[config.mk]
export PLATFORM = sky130hd
export DESIGN_NAME = tug_match_scorer
export DESIGN_NICKNAME = d
export VERILOG_FILES = /design/src/rtl/tug_pkg.sv /design/src/rtl/tug_step_calc.sv /design/src/rtl/tug_match_scorer.sv
export SDC_FILE = /design/constraint.sdc
export NUM_CORES = 1
export LEC_CHECK = 0
export ABC_AREA = 1
export CORE_MARGIN = 4
export CORE_UTILIZATION = 51
export DETAILED_ROUTE_END_ITERATION = 10
export GPL_TIMING_DRIVEN = 0
export PLACE_DENSITY = 0.79
export SYNTH_ARGS = -nofsm -noshare
export SYNTH_HDL_FRONTEND = slang
export SYNTH_HIERARCHICAL = 1
export SYNTH_SLANG_ARGS = --single-unit
[constraint.sdc]
create_clock -name clk -period 2.4 [get_ports clk]
set_clock_uncertainty 0.2 [all_clocks]
set_input_delay 0.48 -clock clk [delete_from_list [all_inputs] [get_ports clk]]
set_output_delay 0.48 -clock clk [all_outputs]
set_load 0.005 [all_outputs]
[src/rtl/tug_pkg.sv]
// Shared types and helpers for the tug-of-war match scorer.
package tug_pkg;

    // Match phase: playing a game, game decided, match decided.
    typedef enum logic [1:0] {
        PH_PLAY  = 2'd0,
        PH_WON   = 2'd1,
        PH_MATCH = 2'd2
    } phase_t;

    // Signed width needed to hold -(half+1)..+(half+1).
    function automatic int pos_width(input int half);
        return $clog2(half + 2) + 1;
    endfunction

    // One bit of the track display for a marker position.
    // Bit half is the centre; left positions sit above it, right positions below.
    // A win position lights the whole winning half.
    function automatic logic score_bit(input int half, input int pos, input int idx);
        if (pos <= -(half + 1)) begin
            return (idx >= half + 1);
        end else if (pos >= half + 1) begin
            return (idx <= half - 1);
        end else begin
            return (idx == half - pos);
        end
    endfunction

endpackage

[src/rtl/tug_step_calc.sv]
// Combinational next marker position for one decided round.
module tug_step_calc #(
    parameter int HALF    = 3,
    parameter int CATCHUP = 2,
    parameter int POS_W   = 4
) (
    input  logic signed [POS_W-1:0] i_pos,
    input  logic                    i_mr,
    input  logic                    i_leds_on,
    output logic signed [POS_W-1:0] o_next_pos
);

    localparam logic signed [POS_W-1:0] C_EDGE = POS_W'(HALF);
    localparam logic signed [POS_W-1:0] C_CU   = POS_W'(CATCHUP);
    localparam logic signed [POS_W-1:0] C_ONE  = POS_W'(1);

    // Single step toward the round winner; a proper point by the player
    // pinned at the last position before defeat pulls back CATCHUP steps.
    always_comb begin
        o_next_pos = i_mr ? (i_pos + C_ONE) : (i_pos - C_ONE);
        if (i_leds_on && i_mr && (i_pos == -C_EDGE)) begin
            o_next_pos = i_pos + C_CU;
        end else if (i_leds_on && !i_mr && (i_pos == C_EDGE)) begin
            o_next_pos = i_pos - C_CU;
        end
    end

endmodule

[src/rtl/tug_match_scorer.sv]
// Tug-of-war match scorer: marker position, per-side game counts, match decision.
//
// phase    | meaning
// PH_PLAY  | game in progress, rounds move the marker
// PH_WON   | game decided, marker frozen until new_game
// PH_MATCH | match decided, new_game clears the game counts
module tug_match_scorer
    import tug_pkg::*;
#(
    parameter int HALF         = 3,
    parameter int CATCHUP      = 2,
    parameter int GAMES_TO_WIN = 2
) (
    input  logic              clk,
    input  logic              rst_n,
    input  logic              winrnd,
    input  logic              right,
    input  logic              leds_on,
    input  logic              tie,
    input  logic              new_game,
    output logic [2*HALF:0]   score,
    output logic [2:0]        games_l,
    output logic [2:0]        games_r,
    output logic              game_over,
    output logic              match_over,
    output logic              err
);

    localparam int POS_W = pos_width(HALF);
    localparam logic signed [POS_W-1:0] C_WIN  = POS_W'(HALF + 1);
    localparam logic signed [POS_W-1:0] C_ZERO = '0;
    localparam logic [2:0]              C_GTW  = 3'(GAMES_TO_WIN);

    phase_t                  r_phase;
    logic signed [POS_W-1:0] r_pos;
    logic [2:0]              r_games_l;
    logic [2:0]              r_games_r;
    logic                    r_err;

    phase_t                  w_phase_nxt;
    logic signed [POS_W-1:0] w_pos_nxt;
    logic [2:0]              w_games_l_nxt;
    logic [2:0]              w_games_r_nxt;
    logic                    w_err_nxt;
    logic signed [POS_W-1:0] w_step_pos;
    logic                    w_mr;
    logic                    w_illegal;

    assign w_mr = ~(right ^ leds_on);

    tug_step_calc #(
        .HALF    (HALF),
        .CATCHUP (CATCHUP),
        .POS_W   (POS_W)
    ) u_step (
        .i_pos      (r_pos),
        .i_mr       (w_mr),
        .i_leds_on  (leds_on),
        .o_next_pos (w_step_pos)
    );

    // Position must be on the track and consistent with the phase.
    always_comb begin
        w_illegal = 1'b0;
        if ((r_pos > C_WIN) || (r_pos < -C_WIN)) begin
            w_illegal = 1'b1;
        end
        case (r_phase)
            PH_PLAY: begin
                if ((r_pos == C_WIN) || (r_pos == -C_WIN)) begin
                    w_illegal = 1'b1;
                end
            end
            PH_WON, PH_MATCH: begin
                if ((r_pos != C_WIN) && (r_pos != -C_WIN)) begin
                    w_illegal = 1'b1;
                end
            end
            default: w_illegal = 1'b1;
        endcase
    end

    // Next phase, position and game counts.
    always_comb begin
        w_phase_nxt   = r_phase;
        w_pos_nxt     = r_pos;
        w_games_l_nxt = r_games_l;
        w_games_r_nxt = r_games_r;
        w_err_nxt     = r_err;
        if (w_illegal) begin
            w_phase_nxt = PH_PLAY;
            w_pos_nxt   = C_ZERO;
            w_err_nxt   = 1'b1;
        end else begin
            case (r_phase)
                PH_PLAY: begin
                    if (winrnd && !tie) begin
                        w_pos_nxt = w_step_pos;
                        if (w_step_pos == -C_WIN) begin
                            w_games_l_nxt = r_games_l + 3'd1;
                            w_phase_nxt   = (w_games_l_nxt == C_GTW) ? PH_MATCH : PH_WON;
                        end else if (w_step_pos == C_WIN) begin
                            w_games_r_nxt = r_games_r + 3'd1;
                            w_phase_nxt   = (w_games_r_nxt == C_GTW) ? PH_MATCH : PH_WON;
                        end
                    end
                end
                PH_WON: begin
                    if (new_game) begin
                        w_phase_nxt = PH_PLAY;
                        w_pos_nxt   = C_ZERO;
                    end
                end
                PH_MATCH: begin
                    if (new_game) begin
                        w_phase_nxt   = PH_PLAY;
                        w_pos_nxt     = C_ZERO;
                        w_games_l_nxt = 3'd0;
                        w_games_r_nxt = 3'd0;
                    end
                end
                default: begin
                    w_phase_nxt = PH_PLAY;
                end
            endcase
        end
    end

    // State registers.
    always_ff @(posedge clk or negedge rst_n) begin
        if (!rst_n) begin
            r_phase   <= PH_PLAY;
            r_pos     <= C_ZERO;
            r_games_l <= 3'd0;
            r_games_r <= 3'd0;
            r_err     <= 1'b0;
        end else begin
            r_phase   <= w_phase_nxt;
            r_pos     <= w_pos_nxt;
            r_games_l <= w_games_l_nxt;
            r_games_r <= w_games_r_nxt;
            r_err     <= w_err_nxt;
        end
    end

    for (genvar i = 0; i <= 2*HALF; i++) begin : g_score
        assign score[i] = score_bit(HALF, int'(r_pos), i);
    end

    assign games_l    = r_games_l;
    assign games_r    = r_games_r;
    assign game_over  = (r_phase == PH_WON) || (r_phase == PH_MATCH);
    assign match_over = (r_phase == PH_MATCH);
    assign err        = r_err;

endmodule
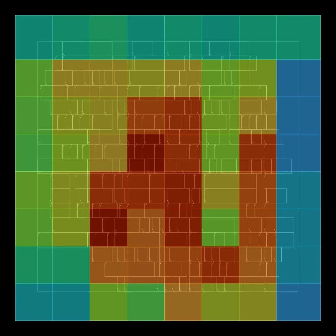
Figure 1: run 1, routing congestion.
DR WL/cell: 13.6 um
met2 Track Usage GR: 32.3%

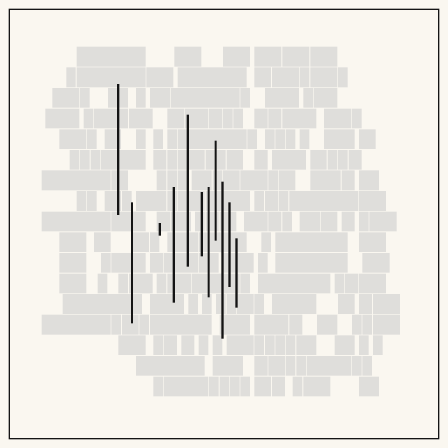
Figure 2: run 1, met4 routing.
Cells faint in the background.
nets with wire on the layer	11
longest straight run	20.4 um
routed wire length: 3190 um
total via count in the routed design: 1349

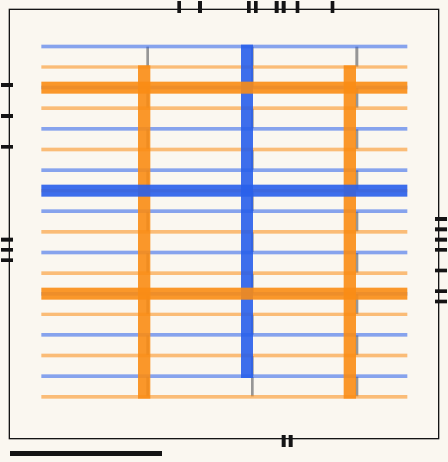
Figure 3: run 1, supply network.
Scale bar: 20 um. Pins as bars on the die edge. Tap cells in gray.
color	net
orange	VSS
blue	VDD
rows	17
tap cells	28
die width: 56.5 um
worst IR drop on VDD: 0.000699 V
placeable core area: 2230 um^2
die height: 56.5 um

==> impl_results.html, run 1 <==
<!-- implementation run metrics -->
<table>
<tr><th>Metric</th><th>Value</th></tr>
<tr><th colspan="2">Timing</th></tr>
<tr><td>Time the worst path needs with I/O delays and setup</td><td>between 2 and 2.5 ns</td></tr>
<tr><td>Worst Tran Pin Value</td><td>0.584 ns</td></tr>
<tr><td>Final hold viol count</td><td>0</td></tr>
<tr><td>Worst slew margin relative to its limit</td><td>between 60% and 70%</td></tr>
<tr><td>Post-Route Hold Slack</td><td>0.283 ns</td></tr>
<tr><td>Final Max-Slew Violation Tally</td><td>0</td></tr>
<tr><td>Final setup violation count</td><td>0</td></tr>
<tr><td>Ratio of final minimum period to clock period</td><td>99.6%</td></tr>
<tr><td>Maximum achievable frequency</td><td>0.418 GHz</td></tr>
<tr><th colspan="2">Yosys</th></tr>
<tr><td>Number of storage elements in the synthesis netlist</td><td>13</td></tr>
<tr><td>Fraction of registers with async set or reset after synthesis</td><td>100%</td></tr>
<tr><td>Cell count in the Yosys report</td><td>174</td></tr>
<tr><td>Syn Inst Count</td><td>174</td></tr>
<tr><td>XOR Share, Synth</td><td>between 2 and 3%</td></tr>
<tr><td>Arithmetic-cell share of the synthesized area counting full adders, half adders and majority gates</td><td>13.2%</td></tr>
<tr><td>Mean cell area of the mapped netlist</td><td>6.89 um^2</td></tr>
<tr><td>Proportion of synthesized chip area in sequential cells</td><td>a little over a quarter</td></tr>
<tr><td>Prevailing post-synth register cell</td><td>dfrtp_1</td></tr>
<tr><td>Yosys Warn Count</td><td>6</td></tr>
<tr><td>Main logic family</td><td>simple AND/OR/NAND/NOR gates</td></tr>
<tr><td>Post-synthesis compound-gate area fraction</td><td>under 10%</td></tr>
<tr><td>Simple-gate share of the synthesized area</td><td>approximately two fifths</td></tr>
<tr><td>Count of flip-flops with a built-in enable after synthesis</td><td>0</td></tr>
<tr><td>Number of different library cells in the post-synthesis netlist</td><td>27</td></tr>
<tr><td>Mapped Area</td><td>1200 um^2</td></tr>
<tr><td>Net count of the mapped netlist</td><td>between 150 and 200</td></tr>
<tr><td>Mux area share</td><td>0%</td></tr>
<tr><td>Yosys stat chip area</td><td>1200 um^2</td></tr>
<tr><th colspan="2">Worst hold path</th></tr>
<tr><td>Hold Path Origin</td><td>err</td></tr>
<tr><td>Worst min-delay path class</td><td>reg -&gt; reg</td></tr>
<tr><td>Cell depth of the worst hold path</td><td>1</td></tr>
<tr><th colspan="2">CTS</th></tr>
<tr><td>Maximum level of the CTS H-tree</td><td>1</td></tr>
<tr><td>Clk latency late pin</td><td>0.27 ns</td></tr>
<tr><td>Clock tree from TritonCTS</td><td>built</td></tr>
<tr><td>Bufs on Longest Clock Path</td><td>2</td></tr>
<tr><td>Clock sink count</td><td>13</td></tr>
<tr><td>CTS root buf</td><td>clkbuf_4</td></tr>
<tr><td>Clock slew seen by the registers of the worst setup and hold paths</td><td>0.07 ns</td></tr>
<tr><td>CTS buffer count</td><td>3</td></tr>
<tr><th colspan="2">Drt</th></tr>
<tr><td>Antenna Violating Nets Remaining</td><td>0</td></tr>
<tr><td>Iteration count of the initial detailed-routing pass</td><td>5</td></tr>
<tr><td>Average vias per placed instance</td><td>about 5.7</td></tr>
<tr><td>Post-detailed-route DRC marker count</td><td>0</td></tr>
<tr><td>Number of violations reported at the end of detailed-routing iteration 0</td><td>56</td></tr>
<tr><th colspan="2">Power</th></tr>
<tr><td>Clock power frac</td><td>6.6%</td></tr>
<tr><td>Switching power</td><td>roughly 1000 uW</td></tr>
<tr><td>Total power density per cell area</td><td>1230 nW/um^2</td></tr>
<tr><td>Combinational cell fraction of total power</td><td>74.0%</td></tr>
<tr><td>Share of total power consumed by net switching</td><td>50.0%</td></tr>
<tr><td>Total Power</td><td>2040 uW</td></tr>
<tr><td>Power Internal</td><td>1020 uW</td></tr>
<tr><td>Sequential cell fraction of total power</td><td>19.4%</td></tr>
<tr><td>LEAKAGE</td><td>0.000826 uW</td></tr>
<tr><th colspan="2">GRT</th></tr>
<tr><td>Global-route wire length before repair</td><td>4890 um</td></tr>
<tr><td>GRT Residual Overflow</td><td>0</td></tr>
<tr><td>Initial antenna violation count</td><td>0</td></tr>
<tr><td>Largest net degree at the start of global routing</td><td>14</td></tr>
<tr><td>Met3 demand-to-capacity share in global routing</td><td>3.22%</td></tr>
<tr><td>Most crowded layer after global routing</td><td>met2</td></tr>
<tr><td>Met1 capacity usage during global routing</td><td>between 20% and 30%</td></tr>
<tr><td>Number of global-route vias before repair</td><td>1227</td></tr>
<tr><td>Global router's overall resource usage</td><td>18.8%</td></tr>
<tr><th colspan="2">Critical path</th></tr>
<tr><td>Reg-to-reg critical path startpoint</td><td>r_pos[0]</td></tr>
<tr><td>Number of cells on the worst reg-to-reg path</td><td>11</td></tr>
<tr><td>Reg2Reg Capture Point</td><td>r_phase[1]</td></tr>
<tr><td>Delay of the slowest cell on the worst path</td><td>0.44 ns</td></tr>
<tr><td>Slowest library cell on the worst path</td><td>fa_2</td></tr>
<tr><td>Start point of the critical path</td><td>right</td></tr>
<tr><td>Worst setup slack for register-to-register paths</td><td>0.05 ns</td></tr>
<tr><td>Worst endpoint required time</td><td>2.40 ns</td></tr>
<tr><td>Kind of start point of the critical path</td><td>input port</td></tr>
<tr><td>Crit. End Element</td><td>flop</td></tr>
<tr><td>Arrival time worst endpoint</td><td>2.39 ns</td></tr>
<tr><td>Cell occurring most often along the worst timing path</td><td>nand2_1</td></tr>
<tr><td>WS Path Type</td><td>in -&gt; reg</td></tr>
<tr><td>Maximum fanout along the worst path</td><td>4</td></tr>
<tr><td>Worst Setup EP</td><td>r_phase[1]</td></tr>
<tr><td>Series of cell instances along the critical path</td><td>clkdlybuf4s15_1, xnor2_2, inv_2, fa_2, nand2_1, nand2_1, nor2_4, nand2_4, nand2_2, nand3_2, nor2_2, nand2_1, a21oi_1</td></tr>
<tr><th colspan="2">Place</th></tr>
<tr><td>Placed instance area</td><td>1460 um^2</td></tr>
<tr><td>DP HPWL</td><td>2050 um</td></tr>
<tr><td>Final weighted congestion of routability-driven global placement</td><td>roughly 0.8</td></tr>
<tr><td>Buffers added on ports</td><td>22</td></tr>
<tr><th colspan="2">Cells and area</th></tr>
<tr><td>Highest-count cells in the layout ignoring fill and taps</td><td>46 x nand2_1, 20 x clkdlybuf4s50_1, 17 x inv_1</td></tr>
<tr><td>Area of all placed cells without fillers</td><td>between 1500 and 2000 um^2</td></tr>
<tr><td>Area of the multi-input gates</td><td>881 um^2</td></tr>
<tr><td>Count of inserted antenna diode cells</td><td>0</td></tr>
<tr><td>Sequential cell area</td><td>329 um^2</td></tr>
<tr><td>Net count of the finished layout</td><td>between 200 and 250</td></tr>
<tr><td>Fillcell total</td><td>161</td></tr>
<tr><td>Area growth from synthesis to final layout</td><td>38.2%</td></tr>
<tr><td>Fraction of final layout cells sized beyond drive strength 1</td><td>a little over a quarter</td></tr>
<tr><td>Commonest non-fill, non-tap cell in the layout</td><td>nand2_1</td></tr>
<tr><th colspan="2">Run</th></tr>
<tr><td>MaxCap Viol Count</td><td>0</td></tr>
<tr><td>OpenROAD warnings</td><td>31</td></tr>
<tr><th colspan="2">Floorplanning</th></tr>
<tr><td>Floorplan row count</td><td>17</td></tr>
<tr><td>Area enclosed by the die boundary</td><td>3190 um^2</td></tr>
<tr><td>Core utilization at floorplan</td><td>53.7%</td></tr>
<tr><td>I/O pin total</td><td>23</td></tr>
<tr><th colspan="2">Outcome</th></tr>
<tr><td>Status</td><td>complete, no violations</td></tr>
</table>
[run 1: metal layers]
layer / share of wire (%) / vias to the layer above
met5: 0 / -
met4: 4.5 / 0
met1: 41 / 636
li1: - / 628
met3: 4.9 / 23
met2: 50 / 62
[run 1: cell families after synthesis]
| kind of cell | Yosys count |
|---|---|
| and+or+nand+nor | 106 |
| buffers and inverters | 27 |
| DFF | 13 |
| AOI/OAI and AO/OA | 12 |
| adders and majority gates | 12 |
| xor gates and xnor gates | 4 |
[run 1: worst max-delay path, delay by kind of cell]
family          cells  cell delay (ns)
simple gates        8             0.84
fa+ha+maj           1             0.44
buf+inv             2             0.30
xor+xnor            1             0.19
compound gates      1             0.14
[run 1: metrics by stage]
| step | utilization, % | setup WS, ns | cells | TNS [ns] |
|---|---|---|---|---|
| global route | 74.2 | -0.0717 | 235 | -0.104 |
| CTS | 69.1 | 0.0209 | 230 | 0 |
| floorplan | - | 0.0702 | 174 | 0 |
| global placement | 65.4 | -0.651 | 224 | -5.39 |
| finish | 74.2 | 0.00939 | 235 | 0 |
| detailed placement | 65.4 | -0.766 | 224 | -6.16 |
[run 1: worst min path at each step]
stage	slack, ns	endpoint
2_1_floorplan	-0.02	err
3_3_place_gp	0.25	err
3_5_place_dp	0.26	err
4_1_cts	0.29	err
5_1_grt	0.31	err
6_report	0.28	err
[run 1: power by group through the flow]
stage	logic (uW)	registers, uW	clock network, uW
2_1_floorplan	797	400	0
3_3_place_gp	1140	419	0
3_5_place_dp	1170	422	0
4_1_cts	1240	427	139
5_1_grt	1650	410	152
6_report	1510	396	134
[run 1: layout make-up]
type | count | share of cell area [%]
tap | 28 | 2.11
buffer | 3 | 1.44
inverter | 24 | 5.44
clock buffer | 4 | 1.59
multi-input combinational | 134 | 53.2
timing repair buffer | 29 | 16.4
sequential | 13 | 19.9
[run 1: synthesized netlist by cell type, types with 2 or more instances]
master,count,area (um^2)
nand2_1,52,195
inv_1,19,71.3
nand3_1,16,80.1
nor2_1,15,56.3
dfrtp_1,13,325
ha_1,11,138
nand4_1,11,68.8
a21oi_1,7,35.0
inv_2,5,18.8
xnor2_1,4,35.0
nand2_2,3,18.8
a21oi_2,2,17.5
or2_1,2,12.5
[run 1: sequential cells by signal (all words and copies together) (netlist names)]
signal,count
games_r,3
games_l,3
r_phase,2
r_pos,4
err,1
[run 1: timing repair]
action	4_1_cts	5_1_grt
buffers inserted	2	5
hold buffers	0	0
pin swaps	3	13
gates resized	15	22
endpoints found under the setup margin	11	11
Figure 4. Metal layers overlaid (run 1).
Only two layers are drawn.
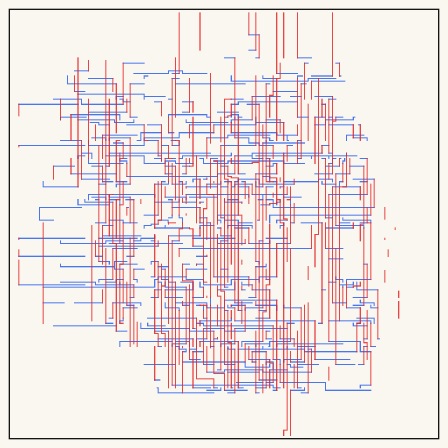

==> run 2, diff against run 1 <==
--- a/config.mk
+++ b/config.mk
@@ -11,6 +11,7 @@
 export DETAILED_ROUTE_END_ITERATION = 10
 export GPL_TIMING_DRIVEN = 0
 export PLACE_DENSITY = 0.79
+export SKIP_CTS_REPAIR_TIMING = 1
 export SYNTH_ARGS = -nofsm -noshare
 export SYNTH_HDL_FRONTEND = slang
 export SYNTH_HIERARCHICAL = 1
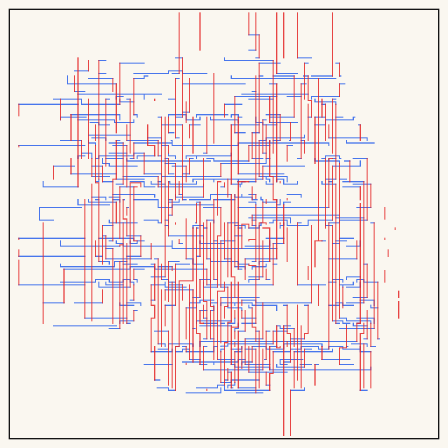
Figure 5: run 2, metal layers overlaid.
Only two layers are drawn.
color	layer	wire length
red	met2	1500 um
blue	met1	1210 um

==> run 2 against run 1 <==
Non-clock buffer count grew 2. Critical path depth shrank 10. Critical endpoint is now score[4]. Power shrank 5.7%. Design area shrank 1.4%. Critical path type is now reg -> out. Area after synthesis is the same. Fmax grew 2.6%. Die area is the same. Clock-buffer cell count is the same.
==> impl_results.html, run 2 <==
<!-- implementation run metrics -->
<table>
<tr><th>Metric</th><th>Value</th></tr>
<tr><th colspan="2">Timing</th></tr>
<tr><td>RSZ-0062 raised after global routing</td><td>yes</td></tr>
<tr><td>Ratio of final minimum period to clock period</td><td>97.0% (was 99.6%)</td></tr>
<tr><td>Final setup violation count</td><td>0 (unchanged)</td></tr>
<tr><td>Final Max-Slew Violation Tally</td><td>0 (unchanged)</td></tr>
<tr><td>Worst slew margin relative to its limit</td><td>61.3% (was 61.0%)</td></tr>
<tr><td>Total negative slack</td><td>0 ns (unchanged)</td></tr>
<tr><td>Final hold viol count</td><td>0 (unchanged)</td></tr>
<tr><td>Maximum achievable frequency</td><td>0.429 GHz (was 0.418 GHz)</td></tr>
<tr><td>Worst Tran Pin Value</td><td>0.579 ns (was 0.584 ns)</td></tr>
<tr><td>Time the worst path needs with I/O delays and setup</td><td>2.33 ns (was 2.39 ns)</td></tr>
<tr><td>Post-Route Hold Slack</td><td>0.283 ns (about the same)</td></tr>
<tr><th colspan="2">Floorplanning</th></tr>
<tr><td>I/O pin total</td><td>23 (unchanged)</td></tr>
<tr><td>Placeable core area</td><td>2230 um^2 (unchanged)</td></tr>
<tr><td>Area enclosed by the die boundary</td><td>3190 um^2 (unchanged)</td></tr>
<tr><td>Core utilization at floorplan</td><td>53.7% (unchanged)</td></tr>
<tr><td>Floorplan row count</td><td>17 (unchanged)</td></tr>
<tr><td>Die width</td><td>56.5 um (unchanged)</td></tr>
<tr><td>Die height</td><td>56.5 um (unchanged)</td></tr>
<tr><th colspan="2">GRT</th></tr>
<tr><td>Global router's overall resource usage</td><td>17.7% (was 18.8%)</td></tr>
<tr><td>GRT Residual Overflow</td><td>0 (unchanged)</td></tr>
<tr><td>Number of global-route vias before repair</td><td>1157 (was 1227)</td></tr>
<tr><td>Initial antenna violation count</td><td>0 (unchanged)</td></tr>
<tr><td>Global-route wire length before repair</td><td>4640 um (was 4890 um)</td></tr>
<tr><td>Largest net degree at the start of global routing</td><td>14 (unchanged)</td></tr>
<tr><th colspan="2">Drt</th></tr>
<tr><td>Total via count in the routed design</td><td>1267 (was 1349)</td></tr>
<tr><td>Iteration count of the initial detailed-routing pass</td><td>4 (was 5)</td></tr>
<tr><td>Routed wire length</td><td>2910 um (was 3190 um)</td></tr>
<tr><td>DR WL/cell</td><td>12.3 um (was 13.6 um)</td></tr>
<tr><td>Post-detailed-route DRC marker count</td><td>0 (unchanged)</td></tr>
<tr><td>Number of violations reported at the end of detailed-routing iteration 0</td><td>30 (was 56)</td></tr>
<tr><td>Antenna Violating Nets Remaining</td><td>0 (unchanged)</td></tr>
<tr><td>Average vias per placed instance</td><td>5.35 (was 5.74)</td></tr>
<tr><th colspan="2">CTS</th></tr>
<tr><td>CTS buffer count</td><td>3 (unchanged)</td></tr>
<tr><td>CTS root buf</td><td>clkbuf_4 (unchanged)</td></tr>
<tr><td>Clk latency late pin</td><td>0.27 ns (about the same)</td></tr>
<tr><td>Clock sink count</td><td>13 (unchanged)</td></tr>
<tr><td>Maximum level of the CTS H-tree</td><td>1 (unchanged)</td></tr>
<tr><td>Bufs on Longest Clock Path</td><td>2 (unchanged)</td></tr>
<tr><td>Clock tree from TritonCTS</td><td>built (unchanged)</td></tr>
<tr><td>Clock slew seen by the registers of the worst setup and hold paths</td><td>0.08 ns (was 0.07 ns)</td></tr>
<tr><th colspan="2">Yosys</th></tr>
<tr><td>Count of flip-flops with a built-in enable after synthesis</td><td>0 (unchanged)</td></tr>
<tr><td>Cell type with the largest total area</td><td>dfrtp_1 (unchanged)</td></tr>
<tr><td>Top post-synthesis cells by area</td><td>dfrtp_1 27%, nand2_1 16%, ha_1 11% (unchanged)</td></tr>
<tr><td>Number of storage elements in the synthesis netlist</td><td>13 (unchanged)</td></tr>
<tr><td>Yosys stat chip area</td><td>1200 um^2 (unchanged)</td></tr>
<tr><td>Yosys Warn Count</td><td>6 (unchanged)</td></tr>
<tr><td>Cell count in the Yosys report</td><td>174 (unchanged)</td></tr>
<tr><td>Net count of the mapped netlist</td><td>193 (unchanged)</td></tr>
<tr><td>Prevailing post-synth register cell</td><td>dfrtp_1 (unchanged)</td></tr>
<tr><td>Mapped Area</td><td>1200 um^2 (unchanged)</td></tr>
<tr><td>Synth cell count leaders</td><td>52 x nand2_1, 19 x inv_1, 16 x nand3_1, 15 x nor2_1, 13 x dfrtp_1 (unchanged)</td></tr>
<tr><td>Fraction of registers with async set or reset after synthesis</td><td>100% (unchanged)</td></tr>
<tr><td>Syn Inst Count</td><td>174 (unchanged)</td></tr>
<tr><td>Mean cell area of the mapped netlist</td><td>6.89 um^2 (unchanged)</td></tr>
<tr><td>Post-synthesis cell type with the largest instance count</td><td>nand2_1 (unchanged)</td></tr>
<tr><td>Top cell area share</td><td>27.1% (unchanged)</td></tr>
<tr><td>Proportion of synthesized chip area in sequential cells</td><td>27.1% (unchanged)</td></tr>
<tr><td>Number of different library cells in the post-synthesis netlist</td><td>27 (unchanged)</td></tr>
<tr><th colspan="2">Place</th></tr>
<tr><td>Buffers added on ports</td><td>22 (unchanged)</td></tr>
<tr><td>Placed instance area</td><td>1460 um^2 (unchanged)</td></tr>
<tr><td>DP HPWL</td><td>2050 um (unchanged)</td></tr>
<tr><td>Final weighted congestion of routability-driven global placement</td><td>0.799 (unchanged)</td></tr>
<tr><th colspan="2">Cells and area</th></tr>
<tr><td>Count of inserted antenna diode cells</td><td>0 (unchanged)</td></tr>
<tr><td>Fillcell total</td><td>184 (was 161)</td></tr>
<tr><td>Area of the multi-input gates</td><td>825 um^2 (was 881 um^2)</td></tr>
<tr><td>Net count of the finished layout</td><td>229 (was 227)</td></tr>
<tr><td>Commonest non-fill, non-tap cell in the layout</td><td>nand2_1 (unchanged)</td></tr>
<tr><td>Most flops, register</td><td>r_pos (unchanged)</td></tr>
<tr><td>Fraction of final layout cells sized beyond drive strength 1</td><td>23.0% (was 26.1%)</td></tr>
<tr><td>Area growth from synthesis to final layout</td><td>36.3% (was 38.2%)</td></tr>
<tr><td>Highest-count cells in the layout ignoring fill and taps</td><td>48 x nand2_1, 20 x clkdlybuf4s50_1, 18 x inv_1 (was 46 x nand2_1, 20 x clkdlybuf4s50_1, 17 x inv_1)</td></tr>
<tr><td>Area of all placed cells without fillers</td><td>1630 um^2 (was 1660 um^2)</td></tr>
<tr><td>Sequential cell area</td><td>329 um^2 (unchanged)</td></tr>
<tr><td>Max reg flops</td><td>4 (unchanged)</td></tr>
<tr><th colspan="2">Critical path</th></tr>
<tr><td>Worst endpoint required time</td><td>1.72 ns (was 2.40 ns)</td></tr>
<tr><td>Arrival time worst endpoint</td><td>1.65 ns (was 2.39 ns)</td></tr>
<tr><td>WS Path Type</td><td>reg -&gt; out (was in -&gt; reg)</td></tr>
<tr><td>Crit. End Element</td><td>output port (was flop)</td></tr>
<tr><td>Worst setup slack for register-to-register paths</td><td>0.16 ns (was 0.05 ns)</td></tr>
<tr><td>Maximum fanout along the worst path</td><td>10 (was 4)</td></tr>
<tr><td>Kind of start point of the critical path</td><td>flop (was input port)</td></tr>
<tr><th colspan="2">Power</th></tr>
<tr><td>Total power density per cell area</td><td>1180 nW/um^2 (was 1230 nW/um^2)</td></tr>
<tr><td>Total Power</td><td>1930 uW (was 2040 uW)</td></tr>
<tr><td>LEAKAGE</td><td>0.000841 uW (was 0.000826 uW)</td></tr>
<tr><th colspan="2">Outcome</th></tr>
<tr><td>Status</td><td>complete, no violations (unchanged)</td></tr>
<tr><th colspan="2">Worst hold path</th></tr>
<tr><td>Worst min-delay path class</td><td>reg -&gt; reg (unchanged)</td></tr>
<tr><th colspan="2">Run</th></tr>
<tr><td>MaxCap Viol Count</td><td>0 (unchanged)</td></tr>
<tr><td>OpenROAD warnings</td><td>32 (was 31)</td></tr>
</table>
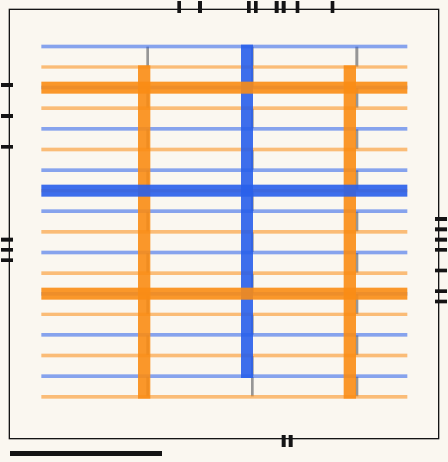
Figure 6: run 2, supply network.
Scale bar: 20 um. Pins as bars on the die edge. Tap cells in gray.
color	net
blue	VDD
orange	VSS
met1 rails	18
met5 straps	3
worst IR drop on VDD: 0.000719 V

## run 2: routing by layer
layer | vias up | global-route usage [%] | part of all wire [%]
met4 | 0 | 7.12 | 1.7
li1 | 629 | - | -
met1 | 595 | 22.4 | 42
met3 | 6 | 2.76 | 5.1
met2 | 37 | 29.7 | 51
met5 | - | 0 | 0
## run 2: kinds of logic after synthesis
group | after synthesis | synth area share, %
AND/OR/NAND/NOR | 106 | 41.5
flip-flops | 13 | 27.1
adder cells (fa/ha/maj) | 12 | 13.2
AND-OR/OR-AND | 12 | 5.74
buffers and inverters | 27 | 9.50
XOR/XNOR | 4 | 2.92
## run 2: layout make-up
cell class                 instances  area share (%)
clock buffer                       4            1.61
sequential                        13            20.1
tap                               28            2.14
buffer                             3            1.45
timing repair buffer              31            18.7
multi-input combinational        134            50.5
inverter                          24            5.51
## run 2: worst max-delay path, stage by stage, from the launching register on
cell and delay, ns:
dfrtp_1 0.56, inv_2 0.12, a31oi_1 0.17, clkdlybuf4s50_1 0.52
## run 2: power by group
group	total, uW	leakage, uW	switching (uW)	internal, uW
registers	413	0.000164	115	298
clock network	133	0.0000150	68.9	64.4
logic	1380	0.000662	744	635
total	1930	0.000841	928	998
## run 2: worst paths after layout
| check | start | to | cells after the start |
|---|---|---|---|
| hold reg to reg | err | err | 1 |
| min in group asynchronous | rst_n | r_pos[3] | 1 |
| hold / removal | err | err | 1 |
| setup / recovery | r_pos[3] | score[4] | 3 |
| setup reg to reg | r_pos[1] | games_r[0] | 10 |
| max in group asynchronous | rst_n | r_pos[2] | 1 |
## run 2: through the flow
step / cells / worst slack [ns] / util, %
after detailed placement: 224 / -0.766 / 65.4
after floorplan: 174 / 0.0702 / -
after CTS: 228 / -0.478 / 66.6
after global placement: 224 / -0.651 / 65.4
after global routing: 237 / -0.0246 / 73.2
final: 237 / 0.0710 / 73.2
Power is estimated from default activity; no workload was simulated.
